### Logic cells by family, run 1

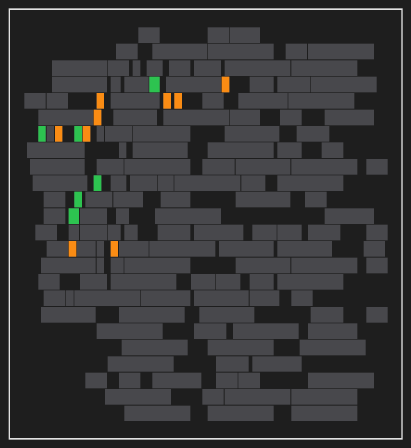
### Placed cells, one color a class, run 1

The bar under the picture is 20 µm long.
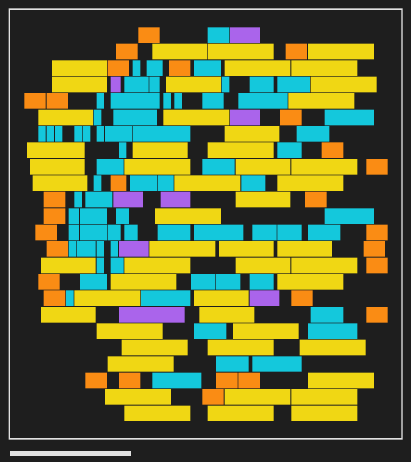
### Metal layers overlaid, run 1

The bar under the picture is 20 µm long. Only two layers are drawn.
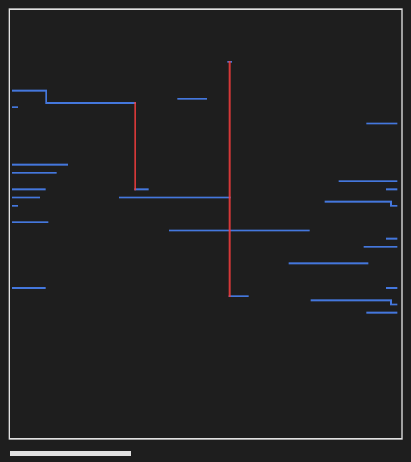
$ cat config.mk
export PLATFORM = sky130hd
export DESIGN_NAME = stream_fifo
export DESIGN_NICKNAME = d
export VERILOG_FILES = /design/src/rtl/stream_fifo.sv
export SDC_FILE = /design/constraint.sdc
export NUM_CORES = 1
export LEC_CHECK = 0
export CAP_MARGIN = 20
export CORE_ASPECT_RATIO = 1.1
export CORE_MARGIN = 2
export CORE_UTILIZATION = 54
export CTS_BUF_LIST = sky130_fd_sc_hd__clkbuf_4 sky130_fd_sc_hd__clkbuf_8 sky130_fd_sc_hd__clkbuf_16
export DETAILED_ROUTE_END_ITERATION = 6
export GPL_TIMING_DRIVEN = 1
export PLACE_DENSITY = 0.78
export SKIP_CTS_REPAIR_TIMING = 1
export SYNTH_ARGS = -nofsm -noshare
export SYNTH_HDL_FRONTEND = slang
export SYNTH_SLANG_ARGS = --single-unit
$ cat constraint.sdc
create_clock -name clock -period 3.35 [get_ports clock]
set_input_delay 0.335 -clock clock [delete_from_list [all_inputs] [get_ports clock]]
set_output_delay 0.335 -clock clock [all_outputs]
set_load 0.02 [all_outputs]
$ cat src/rtl/stream_fifo.sv
// Valid/ready circular-buffer FIFO, any DEPTH >= 2; odata valid the cycle after a push into empty.
// iready drops at count==DEPTH and returns one cycle after a pop; odata holds while ovalid && !oready.
module stream_fifo #(
  parameter int WIDTH       = 8,
  parameter int DEPTH       = 4,
  parameter int AFULL       = DEPTH - 1,
  parameter int AEMPTY      = 1,
  parameter int COUNT_WIDTH = $clog2(DEPTH + 1)
) (
  input  logic                   clock,
  input  logic                   reset,
  input  logic                   flush,
  input  logic [WIDTH-1:0]       idata,
  input  logic                   ivalid,
  output logic                   iready,
  output logic [WIDTH-1:0]       odata,
  output logic                   ovalid,
  input  logic                   oready,
  output logic [COUNT_WIDTH-1:0] count,
  output logic                   almost_full,
  output logic                   almost_empty
);

  localparam int                     PW       = $clog2(DEPTH);
  localparam logic [PW-1:0]          PTR_LAST = PW'(DEPTH - 1);
  localparam logic [COUNT_WIDTH-1:0] DEPTH_C  = COUNT_WIDTH'(DEPTH);
  localparam logic [COUNT_WIDTH-1:0] AFULL_C  = COUNT_WIDTH'(AFULL);
  localparam logic [COUNT_WIDTH-1:0] AEMPTY_C = COUNT_WIDTH'(AEMPTY);

  logic [WIDTH-1:0]       mem [DEPTH];
  logic [PW-1:0]          wr_ptr, rd_ptr, wr_ptr_n, rd_ptr_n;
  logic                   itransfer, otransfer, bypass;
  logic [COUNT_WIDTH-1:0] count_n;

  assign itransfer = ivalid && iready;
  assign otransfer = ovalid && oready;
  assign count_n   = count + COUNT_WIDTH'(itransfer) - COUNT_WIDTH'(otransfer);
  assign wr_ptr_n  = (wr_ptr == PTR_LAST) ? '0 : wr_ptr + PW'(1);
  assign rd_ptr_n  = (rd_ptr == PTR_LAST) ? '0 : rd_ptr + PW'(1);
  // The incoming word is the only one left once any pop is taken, so it goes straight to odata.
  assign bypass    = itransfer && (count == COUNT_WIDTH'(otransfer));

  always_ff @(posedge clock) begin
    if (itransfer && !flush) mem[wr_ptr] <= idata;
  end

  always_ff @(posedge clock or posedge reset) begin
    if (reset) begin
      count        <= '0;
      wr_ptr       <= '0;
      rd_ptr       <= '0;
      odata        <= '0;
      ovalid       <= 1'b0;
      iready       <= 1'b0;
      almost_full  <= 1'b0;
      almost_empty <= 1'b1;
    end else if (flush) begin
      count        <= '0;
      wr_ptr       <= '0;
      rd_ptr       <= '0;
      ovalid       <= 1'b0;
      iready       <= 1'b1;
      almost_full  <= 1'b0;
      almost_empty <= 1'b1;
    end else begin
      count        <= count_n;
      iready       <= count_n < DEPTH_C;
      ovalid       <= count_n != '0;
      almost_full  <= count_n >= AFULL_C;
      almost_empty <= count_n <= AEMPTY_C;
      if (itransfer) wr_ptr <= wr_ptr_n;
      if (otransfer) rd_ptr <= rd_ptr_n;
      // Otherwise with count >= 2 the next head was written on an earlier edge.
      if (bypass)
        odata <= idata;
      else if (otransfer && count_n != '0)
        odata <= mem[rd_ptr_n];
    end
  end

endmodule

==> impl_metrics.toml, run 1 <==
# flow metrics
[floorplan]
die-width_um = 64.7
num_io_pins = 28
dieArea_um2 = 4580
fp_util_pct = 55.7
tapCellCount = 52
die_height_um = 70.8

[yosys]
syn_inst = 123
top_area_share_pct = 43.9
synth_top_cell_by_area = "edfxtp_1"
xor_share_pct = 1.43
netlist_area_um2 = 2190
adder_share_pct = 4.91
synth_flop_count = 51
compound_area_share_pct = 2.86
ys_sh_mux_pct = 18.7
yosys-stat-area_um2 = 2190
flop_cell = "edfxtp_1"
edf_count = 32
top_logic_kind = "multiplexers"
yosys-stat-cells = 123
ys_sh_simple_pct = 4.17
synth.area.top_cells = "edfxtp_1, dfrtp_1, mux4_2"
synth_cell_types = 25
ys_seq_share_pct = 65.6
synth_warnings = 0
syn-num-nets = 144

[clocking]
cts_buffers = 5
worstSkewPairLatency_ns = 0.30
clk_pin_slew_ns = 0.09
htree_num_levels = 2
cts_tree = "yes"
cts_buffer_depth = 2
cts_root_buf = "clkbuf_8"
clkSinkCount = 51

[grt]
grt_remaining_overflow = 0
grtUsageMet1_pct = 22.3
grt_usage_pct = 17.8
grt_pass1_vias = 1229
busiest_layer = "met2"
antenna_found_initial = 0
gr-usage-met2_pct = 30.2
grt_max_degree = 20
grt_pass1_wl_mm = 5.95

[sta]
fin_crit_sh_pct = 85.1
worst_pin_slew_ns = 0.867
hold-worst-slack_ns = 0.446
slew_viol_final = 0
fmax_ghz = 0.351
hold_violations = 0
fin_skew_ns = 0.00846
tns_ns = 0
rsz0062_at_grt = "false"
setup_viol = 0
fin_ws_ns = 0.498
relSlewSlack_pct = 42.0

[setup_path]
cp.depth = 11
reg2reg_depth = 10
r2r-end = "odata[0]"
arrival_ns = 3.04
r2r_start = "ovalid"
worstPathMaxFanout = 8
worst_setup_path_start_kind = "input pin"
crit_chain = "clkdlybuf4s50_1, and2_2, ha_1, inv_1, ha_1, inv_1, fa_1, xnor3_1, a31oi_2, a2bb2oi_4, mux2_2"
cp_num_buf_inv = 3
reg2reg_slack_ns = 0.58
cp_top_family = "adder cells"
slowest_delay_ns = 0.51
setup.worst_path.start = "oready"
worstPathRequired_ns = 3.54

[worst_hold_path]
min_path_type = "in -> async"

[flow_run]
warning_count = 29
maxCapViolations = 0

[routing]
wl_met3_um = 180
viasPerCell = 5.44
drc = 0
avgRoutedWirePerCell_um = 17.7
top_layer_used = "met4"
drtAntennaViolNets = 0
m1WireLength_mm = 1.53
wl_met2_mm = 1.91
vias = 1126
dr.first_iter.drc_count = 37
route.final.wire_length_mm = 3.67

[pwr]
p_clk_share_pct = 20.0
peakVddDrop_mv = 0.419
power.clock.total_w = 0.000428
p_int_w = 0.00149
power_switching_w = 0.000654
p_leak_nw = 1.03
p_comb_w = 0.000851
p_seq_w = 0.000863
maxPowerGroup = "registers"
p_per_area_nw_per_um2 = 815
power_w = 0.00214
seq_power_share_pct = 40.3

[finish]
syn_to_final_growth_pct = 19.9
drive_above_1_share_pct = 23.9
clock_area_share_pct = 4.48
nFillCells = 285
flop_area_um2 = 1440
regMostFlops = "mem"
largest_class = "registers"
largestRegisters = "mem: 32 flops, odata: 8 flops, count: 3 flops"
num-nets-final = 175
layout_top_cell = "edfxtp_1"
flops = 51
sh_comb_area_pct = 26.8
nNonClkInverters = 7
buffers = 28
fin_cells = 207

[placed_design]
port-buffer-count = 27
dpl_cell_area_um2 = 2510
pre_cts_ws_ns = 0.181
gp_congestion = 0.826
dp_hpwl_mm = 2.63

[status]
status = "complete, no violations"
## Picture notes: 'Logic cells by family'
orange -> NOR gates  # cells 9
green -> NAND gates  # cells 6

## Picture notes: 'Placed cells, one color a class'
purple -> clock drivers and dummy loads  # cells 8
orange -> other buffers and delay cells  # cells 28
cyan -> all other logic  # cells 68
yellow -> flip-flops  # cells 51
final instance area: 2630 µm²
final core occ: 66.8%
Seq/total area: 54.7%
FP Rows: 24

## Picture notes: 'Metal layers overlaid'
red -> met4  # wire length 53.0 µm
blue -> met3  # wire length 181 µm

==> inputs of run 2 (changes only) <==
--- a/config.mk
+++ b/config.mk
@@ -13,7 +13,6 @@
 export DETAILED_ROUTE_END_ITERATION = 6
 export GPL_TIMING_DRIVEN = 1
 export PLACE_DENSITY = 0.78
-export SKIP_CTS_REPAIR_TIMING = 1
 export SYNTH_ARGS = -nofsm -noshare
 export SYNTH_HDL_FRONTEND = slang
 export SYNTH_SLANG_ARGS = --single-unit
==> constraint.sdc (replaced) <==
create_clock -name clock -period 2.9 [get_ports clock]
set_input_delay 0.29 -clock clock [delete_from_list [all_inputs] [get_ports clock]]
set_output_delay 0.29 -clock clock [all_outputs]
set_load 0.02 [all_outputs]
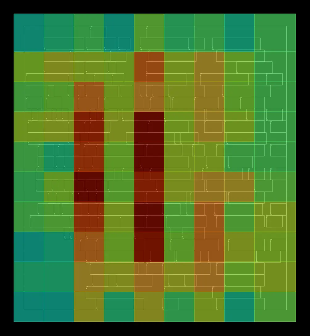
*Congestion heat map, run 2*
grt met2 use: 32.1%
GRT busiest layer: met2
met1 usage: 21.9%
wire per inst: 17.7 µm

==> run 2 against run 1 <==
Routed wire length grew 1.1%. Critical path type is now reg -> reg. Sequential share of layout area fell by 0.39 points. Synthesized cell count stayed put. Combinational power grew 16%. Clock skew is 0.0024 ns lower. Final cell count up 1.4%. Die area is the same.
==> impl_metrics.toml, run 2 <==
# flow metrics
[status]
status = "complete, no violations"

[pwr]
pwr-share-comb_pct = 39.9
p_leak_nw = 1.03
p_clk_share_pct = 19.7
power.clock.total_w = 0.000486
p_per_area_nw_per_um2 = 935
seq_power_share_pct = 40.5
p_int_w = 0.00172
maxPowerGroup = "registers"
swShare_pct = 30.6
p_seq_w = 0.00100
peakVddDrop_mv = 0.453
p_comb_w = 0.000986
power_switching_w = 0.000756
power_w = 0.00247

[setup_path]
worstPathRequired_ns = 3.09
r2r_start = "ovalid"
setup.worst_path.start = "ovalid"
arrival_ns = 2.91
cp.depth = 10
crit_slowest_cell = "dfrtp_1"
r2r-end = "odata[7]"
crit_chain = "and2_2, ha_1, inv_1, ha_1, inv_1, fa_1, xnor3_1, a31oi_2, a2bb2oi_4, mux2_2"
reg2reg_slack_ns = 0.18
critical_path_class = "reg -> reg"
cp_num_buf_inv = 2
reg2reg_depth = 10
worst_setup_path_start_kind = "flip-flop"
slowest_delay_ns = 0.41
cp-endpoint = "odata[7]"
cp_top_family = "adder cells"
worstPathMaxFanout = 8

[finish]
lay_top_cells = "edfxtp_1, clkdlybuf4s50_1, dfrtp_1"
clock_area_share_pct = 4.30
nFillCells = 272
regMostFlops = "mem"
final_area_um2 = 2650
buffers = 31
final_core_util_pct = 67.3
num-nets-final = 178
layout_top_cell = "edfxtp_1"
sh_comb_area_pct = 26.6
drive_above_1_share_pct = 25.3
largest_register_ffs = 32
seq-cell-share_pct = 54.3
clkbuf_count = 6
flop_area_um2 = 1440
largest_class = "registers"
num-multi-input-gates = 61
flops = 51
syn_to_final_growth_pct = 20.8
comb_area_um2 = 703
fin_cells = 210
nNonClkInverters = 7
largestRegisters = "mem: 32 flops, odata: 8 flops, count: 3 flops"

[placed_design]
gp_congestion = 0.801
dp_hpwl_mm = 2.68
dpl_cell_area_um2 = 2530
port-buffer-count = 27
pre_cts_ws_ns = -0.158

[floorplan]
dieArea_um2 = 4580
die-width_um = 64.7
die_height_um = 70.8
num_io_pins = 28
rows = 24
fp_util_pct = 55.7
tapCellCount = 52
core_area_um2 = 3930

[clocking]
worstSkewPairLatency_ns = 0.30
cts_setup_buffers = 0
cts_buffers = 5
cts-resized-gates = 0
cts_buffer_depth = 2
clkSinkCount = 51
htree_num_levels = 2
cts_root_buf = "clkbuf_8"
cts_tree = "yes"
clk_pin_slew_ns = 0.09

[routing]
route.final.wire_length_mm = 3.71
drc = 0
drtAntennaViolNets = 0
top_layer_used = "met4"
drt-pass1-iter-count = 4
wl_met2_mm = 2.00
vias = 1133
viasPerCell = 5.40
m1WireLength_mm = 1.50
wl_met3_um = 157
dr.first_iter.drc_count = 52

[worst_hold_path]
min_path_type = "in -> async"

[grt]
grt_usage_pct = 18.6
grt_pass1_wl_mm = 6.00
grt_max_degree = 20
grt_remaining_overflow = 0
antenna_found_initial = 0
grtUsageMet3_pct = 5.72
grt_pass1_vias = 1184

[sta]
slew_viol_final = 0
fmax_ghz = 0.367
tns_ns = 0
fin_skew_ns = 0.00608
rsz0062_at_grt = "false"
fin_ws_ns = 0.176
worst_pin_slew_ns = 0.735
period_minus_slack_ns = 2.72
fin_crit_sh_pct = 93.9
hold_violations = 0
hold-worst-slack_ns = 0.407
setup_viol = 0
relSlewSlack_pct = 51.0

[yosys]
synth_top_cell_by_area = "edfxtp_1"
top_logic_kind = "multiplexers"
netlist_area_um2 = 2190
ys_sh_simple_pct = 4.17
ys_top_cells_by_count = "edfxtp_1, dfrtp_1, nor2_1"
compound_area_share_pct = 2.86
xor_share_pct = 1.43
synth.area.top_cells = "edfxtp_1, dfrtp_1, mux4_2"
syn-num-nets = 144
yosys-stat-cells = 123
edf_count = 32
flop_cell = "edfxtp_1"
avgSynthCellArea_um2 = 17.8
top_cell = "edfxtp_1"
adder_share_pct = 4.91
yosys-stat-area_um2 = 2190
top_area_share_pct = 43.9
synth_warnings = 0
synth_cell_types = 25
syn_inst = 123
ys_seq_share_pct = 65.6
ys_sh_mux_pct = 18.7
synth_flop_count = 51

[flow_run]
maxCapViolations = 0
warning_count = 29
Power is estimated from default activity; no workload was simulated.
